## src/rtl/angle_reduce.sv

```systemverilog
// Range reduction for the CORDIC cosine path: |a| mod 2*pi by restoring
// shift-subtract, then fold into [-pi/2, pi/2] with a negate flag.
module angle_reduce #(
  parameter int IN_W    = 32,
  parameter int FRAC    = 18,
  parameter int ITER    = 11,
  parameter int TWO_PI  = 1647099,
  parameter int PI      = 823550,
  parameter int HALF_PI = 411775
) (
  input  logic                   clk,
  input  logic                   reset,
  input  logic                   start,
  input  logic signed [IN_W-1:0] a,
  output logic signed [21:0]     z,
  output logic                   neg,
  output logic                   busy,
  output logic                   done
);

  localparam int ZW = 22;
  localparam int CW = IN_W + ITER;
  localparam int KW = (ITER > 1) ? $clog2(ITER) : 1;

  localparam logic [CW-1:0]   TP_C = CW'(TWO_PI);
  localparam logic [IN_W-1:0] HP_M = IN_W'(HALF_PI);
  localparam logic [IN_W-1:0] P3_M = IN_W'(PI + HALF_PI);
  localparam logic [ZW-1:0]   PI_Z = ZW'(PI);
  localparam logic [ZW-1:0]   TP_Z = ZW'(TWO_PI);
  localparam logic [KW-1:0]   K_HI = KW'(ITER - 1);

  typedef enum logic [1:0] {
    IDLE,
    ITERATE,
    FOLD
  } state_t;

  state_t          state_q, state_d;
  logic [IN_W-1:0] m_q, m_d;
  logic [KW-1:0]   k_q, k_d;
  logic [ZW-1:0]   z_q, z_d;
  logic            neg_q, neg_d;
  logic            busy_q, busy_d;
  logic            done_q, done_d;

  logic [CW-1:0]   m_ext;
  logic [CW-1:0]   tp_sh;
  logic            ge;
  logic [IN_W-1:0] a_abs;
  logic [ZW-1:0]   r_z;

  assign m_ext = CW'(m_q);
  assign tp_sh = TP_C << k_q;
  assign ge    = (m_ext >= tp_sh);
  // -(-2^(IN_W-1)) wraps to 2^(IN_W-1), which is the exact unsigned magnitude
  assign a_abs = a[IN_W-1] ? IN_W'(-a) : IN_W'(a);
  assign r_z   = m_q[ZW-1:0];

  always_comb begin
    state_d = state_q;
    m_d     = m_q;
    k_d     = k_q;
    z_d     = z_q;
    neg_d   = neg_q;
    busy_d  = busy_q;
    done_d  = 1'b0;
    unique case (state_q)
      IDLE: begin
        if (start) begin
          m_d     = a_abs;
          k_d     = K_HI;
          busy_d  = 1'b1;
          state_d = ITERATE;
        end
      end
      ITERATE: begin
        // tp_sh never exceeds m here when ge, so the low IN_W bits suffice
        if (ge) begin
          m_d = m_q - tp_sh[IN_W-1:0];
        end
        if (k_q == '0) begin
          busy_d  = 1'b0;
          state_d = FOLD;
        end else begin
          k_d = k_q - 1'b1;
        end
      end
      FOLD: begin
        if (m_q <= HP_M) begin
          z_d   = r_z;
          neg_d = 1'b0;
        end else if (m_q <= P3_M) begin
          z_d   = r_z - PI_Z;
          neg_d = 1'b1;
        end else begin
          z_d   = r_z - TP_Z;
          neg_d = 1'b0;
        end
        done_d  = 1'b1;
        m_d     = '0;
        k_d     = '0;
        state_d = IDLE;
      end
      default: begin
        state_d = IDLE;
      end
    endcase
  end

  always_ff @(posedge clk or posedge reset) begin
    if (reset) begin
      state_q <= IDLE;
      m_q     <= '0;
      k_q     <= '0;
      z_q     <= '0;
      neg_q   <= 1'b0;
      busy_q  <= 1'b0;
      done_q  <= 1'b0;
    end else begin
      state_q <= state_d;
      m_q     <= m_d;
      k_q     <= k_d;
      z_q     <= z_d;
      neg_q   <= neg_d;
      busy_q  <= busy_d;
      done_q  <= done_d;
    end
  end

  assign z    = z_q;
  assign neg  = neg_q;
  assign busy = busy_q;
  assign done = done_q;

endmodule

```

## config.mk

```make
export PLATFORM = sky130hd
export DESIGN_NAME = angle_reduce
export DESIGN_NICKNAME = d
export VERILOG_FILES = /design/src/rtl/angle_reduce.sv
export SDC_FILE = /design/constraint.sdc
export NUM_CORES = 1
export LEC_CHECK = 0
export CAP_MARGIN = 20
export CELL_PAD_IN_SITES_DETAIL_PLACEMENT = 0
export CELL_PAD_IN_SITES_GLOBAL_PLACEMENT = 1
export CORE_MARGIN = 3
export CORE_UTILIZATION = 50
export DETAILED_ROUTE_END_ITERATION = 7
export DONT_BUFFER_PORTS = 1
export PLACE_DENSITY_LB_ADDON = 0.05
export REMOVE_ABC_BUFFERS = 1
export SKIP_LAST_GASP = 1
export SYNTH_ARGS = -nofsm -noshare
export SYNTH_HDL_FRONTEND = slang
export SYNTH_SLANG_ARGS = --single-unit
```

## constraint.sdc

```tcl
create_clock -name clk -period 4.3 [get_ports clk]
set_input_delay 0.86 -clock clk [delete_from_list [all_inputs] [get_ports clk]]
set_output_delay 0.86 -clock clk [all_outputs]
set_load 0.02 [all_outputs]
```

==> run summary, run 1 <==
impl run done, here's what came out: TritonCTS Buffers=9, vias in the first global route=6056, crit path capture type=flip-flop, Top Ports=60, synth-to-layout area growth=6.23%, Reg2Reg Launch Point=k_q[1], Vias per Instance=6.49, Top cells by area=dfrtp_1 24%, ha_1 9.1%, mux2_2 6.9%, Crit Reg-Reg Endpoint=m_q[12], final hold violation count=0, clk slew on worst S/H paths=0.06 ns, leading area contributor after synthesis=dfrtp_1, Critical Path RT=4.52 ns, fin. max-slew vios=0, Fin Clk Skew=0.0128 ns, Log Warnings=37, max-cap viol count=0, yosys warns=0, Final period util=0.936, Congestion Overflow GR=0, status=finished clean, list of most frequent post-synthesis cells=72 x nand2_1, 63 x dfrtp_1, 58 x a21oi_1, PortBufs=0, Worst Hold Class=primary input to asynchronous set/reset pin, Area leader share=0.235, Final min period=4.03 ns, worst setup path category=flip-flop to flip-flop, last element of the critical path=m_q[12], die height=122 µm, fmax=248 MHz
-- run 1: layout make-up --
cell class | instances | share of cell area
repair buffers | 9 | 0.0100
flip-flops and latches | 63 | 0.222
multi-input cells | 682 | 0.678
inverters | 31 | 0.0163
well taps | 172 | 0.0302
clock inverters | 6 | 0.00983
clock buffers | 10 | 0.0335
-- run 1: worst max-delay path: cells and delay by family (launching register included) --
kind / cells / cell delay (ns)
buffers and inverters: 2 / 0.50
AND/OR/NAND/NOR: 1 / 0.22
multiplexers: 2 / 0.56
adder cells (fa/ha/maj): 2 / 0.62
flip-flops: 1 / 0.47
AND-OR/OR-AND: 8 / 1.53
-- run 1: timing repair --
| action | CTS | global route |
|---|---|---|
| resized | 0 | 6 |
| setup endpoints to repair | 0 | 31 |
| endpoints found under the hold margin | 0 | 0 |
-- run 1: through the flow --
stage          hold WS (ns)  cells  instance area [µm²]  setup WS (ns)
6_report              0.469    973                 7120          0.274
5_1_grt               0.527    973                 7120         0.0243
4_1_cts               0.489    973                 7110          0.143
3_5_place_dp          0.535    957                 6800          0.154
3_3_place_gp          0.532    957                 6800          0.257
2_1_floorplan         0.509    776                 6520         0.0355
-- run 1: cell usage in the layout (no fill, tap or decap), types with 8 or more instances in the layout --
master     synthesis  routed
a211oi_1           9       8
a21o_1            17      17
a21oi_1           58      58
a31oi_1           12      12
and2_1             8       8
buf_4              3       8
clkbuf_16          0       9
dfrtp_1           63      60
ha_1              49      48
inv_1             29      28
mux2_2            41      41
mux2i_1           11      11
nand2_1           72      72
nand2b_1           8       8
nand3_1           18      18
nand4_1           12      12
nor2_1            57      57
nor2b_1            8       8
nor3_1            17      17
o211ai_1           8       8
o21ai_0           53      53
o22ai_1           34      34
o31ai_1           12      12
xnor2_1           22      22
xor2_1            48      48
-- run 1: metal layers --
metal | share of wire | up-vias | GRT usage
li1 | - | 2998 | -
met1 | 0.45 | 3011 | 0.387
met2 | 0.46 | 279 | 0.437
met3 | 0.074 | 26 | 0.0590
met4 | 0.017 | 0 | 0.0714
met5 | 0 | - | 0
-- run 1: flip-flops by register name, indices dropped and copies added, names as in the netlist --
register,flops
m_q,32
z,22
k_q,4
state_q,2
busy,1
done,1
neg,1
-- run 1: cells by family after synthesis --
family                   after synthesis  synth area share
XOR/XNOR                              70            0.0914
buffers and inverters                 75            0.0455
flip-flops                            63             0.235
multiplexers                          52            0.0853
AND-OR/OR-AND                        269             0.269
adder cells (fa/ha/maj)               50            0.0944
AND/OR/NAND/NOR                      241             0.180
-- run 1: worst min path at each step --
stage	end	slack [ns]	cells after the start
2_1_floorplan	m_q[23]	0.51	1
3_3_place_gp	m_q[27]	0.53	1
3_5_place_dp	m_q[27]	0.53	1
4_1_cts	z[3]	0.49	1
5_1_grt	z[3]	0.53	1
6_report	z[0]	0.47	1
**Run 1: metal layers overlaid**

Only two layers are drawn.
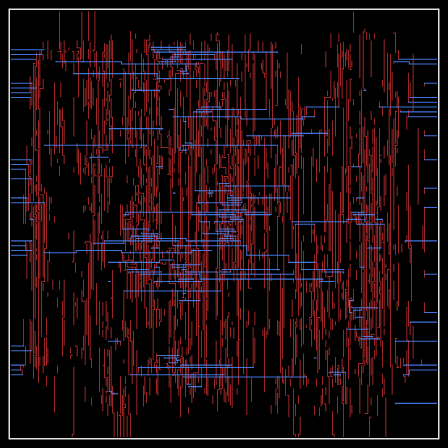
[red] metal 2 | wire length: 9190 µm
[blue] metal 3 | wire length: 1470 µm

**Run 1: clock nets**

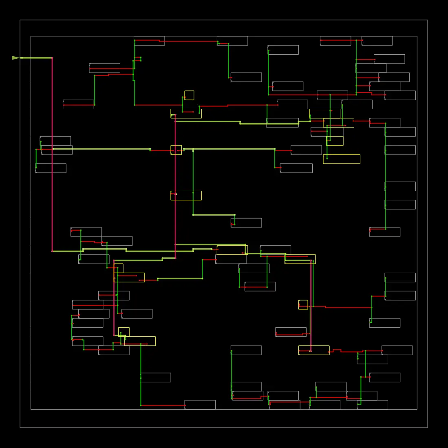
Flops: 63
clk_buf instances: 10
clk ins delay skew pair: 0.35 ns

**Run 1: sequential cells coloured by netlist name**

Bar = 20 µm.
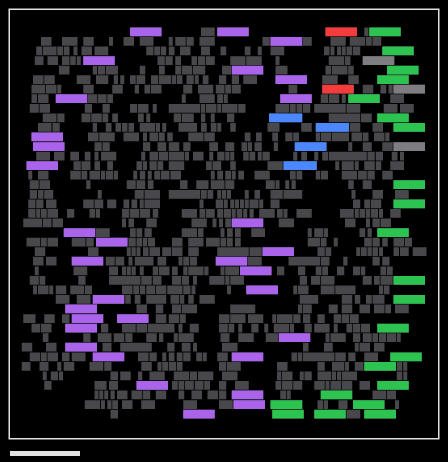
[blue] `k_q` | placed flops: 4
[red] `state_q` | placed flops: 2
[purple] `m_q` | placed flops: 32
[green] `z` | placed flops: 22
not coloured: 3
register area: 1580 µm²
final core utilization: 0.553
sequential cell area share: 0.222

**Run 1: wire density map**

24 x 24 tiles, from dark purple (low) to yellow (high), scaled to the fullest tile. Values are wire area over tile area, all layers added.
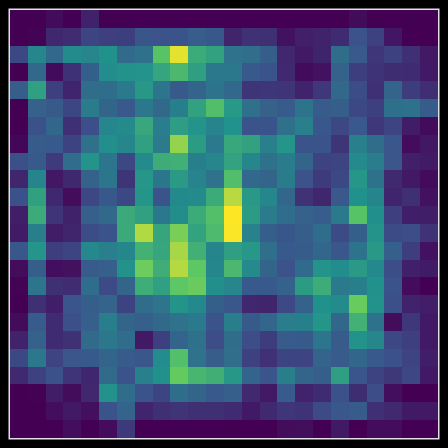
tiles over half the peak: 16%
densest ninth of the die: centre
fullest tile: 0.76
total number of vias: 6314
Routed WL per cell: 20.6 µm
GRT Overall Usage: 0.277
wirelength, routed: 20000 µm

--- run 2 (diff from run 1) ---
--- a/config.mk
+++ b/config.mk
@@ -5,14 +5,13 @@
 export SDC_FILE = /design/constraint.sdc
 export NUM_CORES = 1
 export LEC_CHECK = 0
-export CAP_MARGIN = 20
 export CELL_PAD_IN_SITES_DETAIL_PLACEMENT = 0
 export CELL_PAD_IN_SITES_GLOBAL_PLACEMENT = 1
 export CORE_MARGIN = 3
 export CORE_UTILIZATION = 50
 export DETAILED_ROUTE_END_ITERATION = 7
 export DONT_BUFFER_PORTS = 1
-export PLACE_DENSITY_LB_ADDON = 0.05
+export PLACE_DENSITY_LB_ADDON = 0.1
 export REMOVE_ABC_BUFFERS = 1
 export SKIP_LAST_GASP = 1
 export SYNTH_ARGS = -nofsm -noshare
**Run 2: wire density map**

24 x 24 tiles, from dark purple (low) to yellow (high), scaled to the fullest tile. Values are wire area over tile area, all layers added.
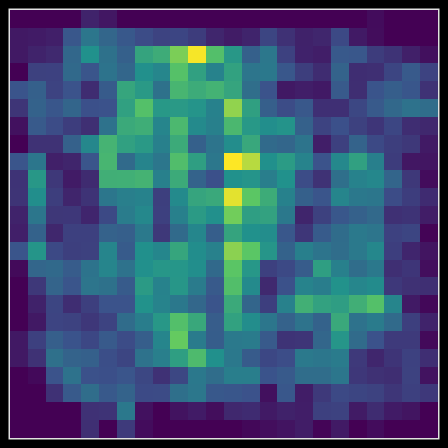
fullest tile: 0.74
tiles over half the peak: 15%
nearly empty tiles: 9.4%
mean over tiles: 0.21
densest ninth of the die: centre

**Run 2: placement density heat map**

Bar = 20 µm. 12 x 12 tiles, from dark purple (low) to yellow (high), 0 to 100% covered.
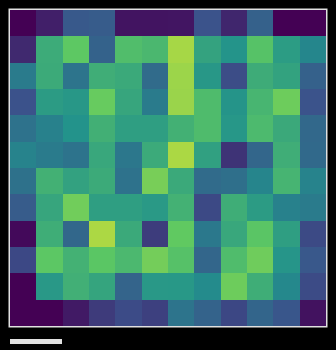
fullest tile: 87%
nearly empty tiles: 4.2%
tiles over 75% full: 9.0%
mean over tiles: 47%

**Run 2: sequential cells coloured by netlist name**

Bar = 20 µm.
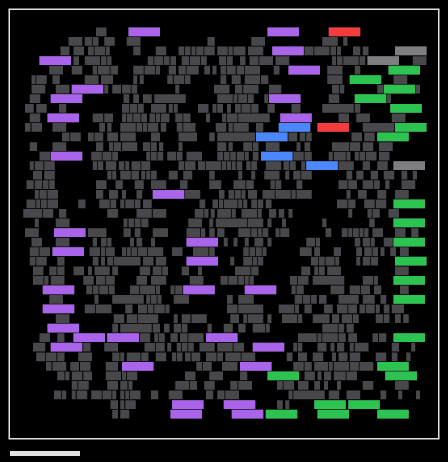
[blue] `k_q` | placed flops: 4
[green] `z` | placed flops: 22
[red] `state_q` | placed flops: 2
[purple] `m_q` | placed flops: 32
not coloured: 3

==> run 2 against run 1 <==
Die size unchanged. Sequential cell count unchanged. Setup slack got worse by 0.075 ns. Clock skew shrank 0.0048 ns. Largest cell class unchanged. First-iteration DRC count is 11% lower. Design area shrank 0.14%. Global-route usage fell by 0.41 points. Fmax down 1.8%.
==> run summary, run 2 <==
impl run done, here's what came out: status=finished clean, Post-DP Area=6810 µm² (+0.11%), cts repair resizes=0 (unchanged), PortBufs=0 (unchanged), fmax=244 MHz (-1.8%), initial antenna violation count=0, hpwl dp=15100 µm, register area=1580 µm² (-0.24%), die height=122 µm (unchanged), Most Crowded Layer GR=met2, Vias per Instance=6.47 (-0.32%), clk slew on worst S/H paths=0.06 ns (about the same), Hold Slack=0.497 ns (+0.0280 ns), Final min period=4.10 ns (+0.0747 ns), yosys warns=0 (unchanged), Crit Reg-Reg Endpoint=m_q[10], crit path capture type=flip-flop, max-cap viol count=0 (unchanged), total number of vias=6294 (-0.32%), Top cells by area=dfrtp_1 24%, ha_1 9.1%, mux2_2 6.9%, vias in the first global route=5980 (-1.3%), worst slew pin tran=0.686 ns, list of most frequent post-synthesis cells=72 x nand2_1, 63 x dfrtp_1, 58 x a21oi_1, Synth Register Bits=63, leading area contributor after synthesis=dfrtp_1, Top reg by flops=m_q, Final period util=0.954 (+0.0174), met3 usage=0.0450 (-0.0139), final setup TNS=0 ns, Routed WL per cell=20.3 µm (-1.2%), met2 Usage GRT=0.436 (-0.000691), Worst Path Buf+Inv=2 (unchanged), final instance area=7110 µm² (-0.14%), final hold violation count=0 (unchanged), worst setup path category=flip-flop to flip-flop, clk ins delay skew pair=0.34 ns (about the same), final core utilization=0.553 (-0.000777), max reg flops=32 (unchanged), synth-to-layout area growth=6.08%, Area leader share=0.235 (unchanged), TritonCTS Buffers=9 (unchanged), Worst Hold Class=primary input to asynchronous set/reset pin, fin. max-slew vios=0 (unchanged), Critical Path RT=4.52 ns (about the same), Reg2Reg Launch Point=k_q[1], GRT met1 Usage=0.384 (-0.00232), Congestion Overflow GR=0 (unchanged), Fin Clk Skew=0.00799 ns (-0.00485 ns), Top Ports=60 (unchanged)
==> run 2: cell counts after synthesis <==
No cell type changed its count.
==> run 2: routing by layer <==
| layer | share of wire | vias up |
|---|---|---|
| li1 | - | 3004 |
| met3 | 0.071 | 21 |
| met2 | 0.46 | 273 |
| met4 | 0.015 | 0 |
| met1 | 0.45 | 2996 |
| met5 | 0 | - |
==> run 2: metrics by stage <==
stage                     std cells  worst slack, ns
after global routing            973          0.00798
final                           973            0.199
after floorplan                 776           0.0355
after detailed placement        958            0.205
after CTS                       973            0.185
after global placement          958            0.194
==> run 2: worst max path at each step <==
| stage | start | slack (ns) | end |
|---|---|---|---|
| 2_1_floorplan | k_q[3] | 0.04 | m_q[0] |
| 5_1_grt | k_q[1] | 0.008 | m_q[9] |
| 3_5_place_dp | k_q[1] | 0.20 | m_q[10] |
| 3_3_place_gp | k_q[2] | 0.19 | m_q[30] |
| 6_report | k_q[1] | 0.20 | m_q[10] |
| 4_1_cts | k_q[1] | 0.18 | m_q[10] |
==> run 2: area by class of cell <==
class	instances	area share
clock buffers	11	0.0355
clock inverters	4	0.00633
inverters	31	0.0164
multi-input cells	682	0.679
flip-flops and latches	63	0.222
well taps	172	0.0302
repair buffers	10	0.0111
==> run 2: cells by family after synthesis <==
family,Yosys count,synth area share
buf+inv,75,0.0455
mux,52,0.0853
simple gates,241,0.180
flops,63,0.235
compound gates,269,0.269
fa+ha+maj,50,0.0944
xor+xnor,70,0.0914
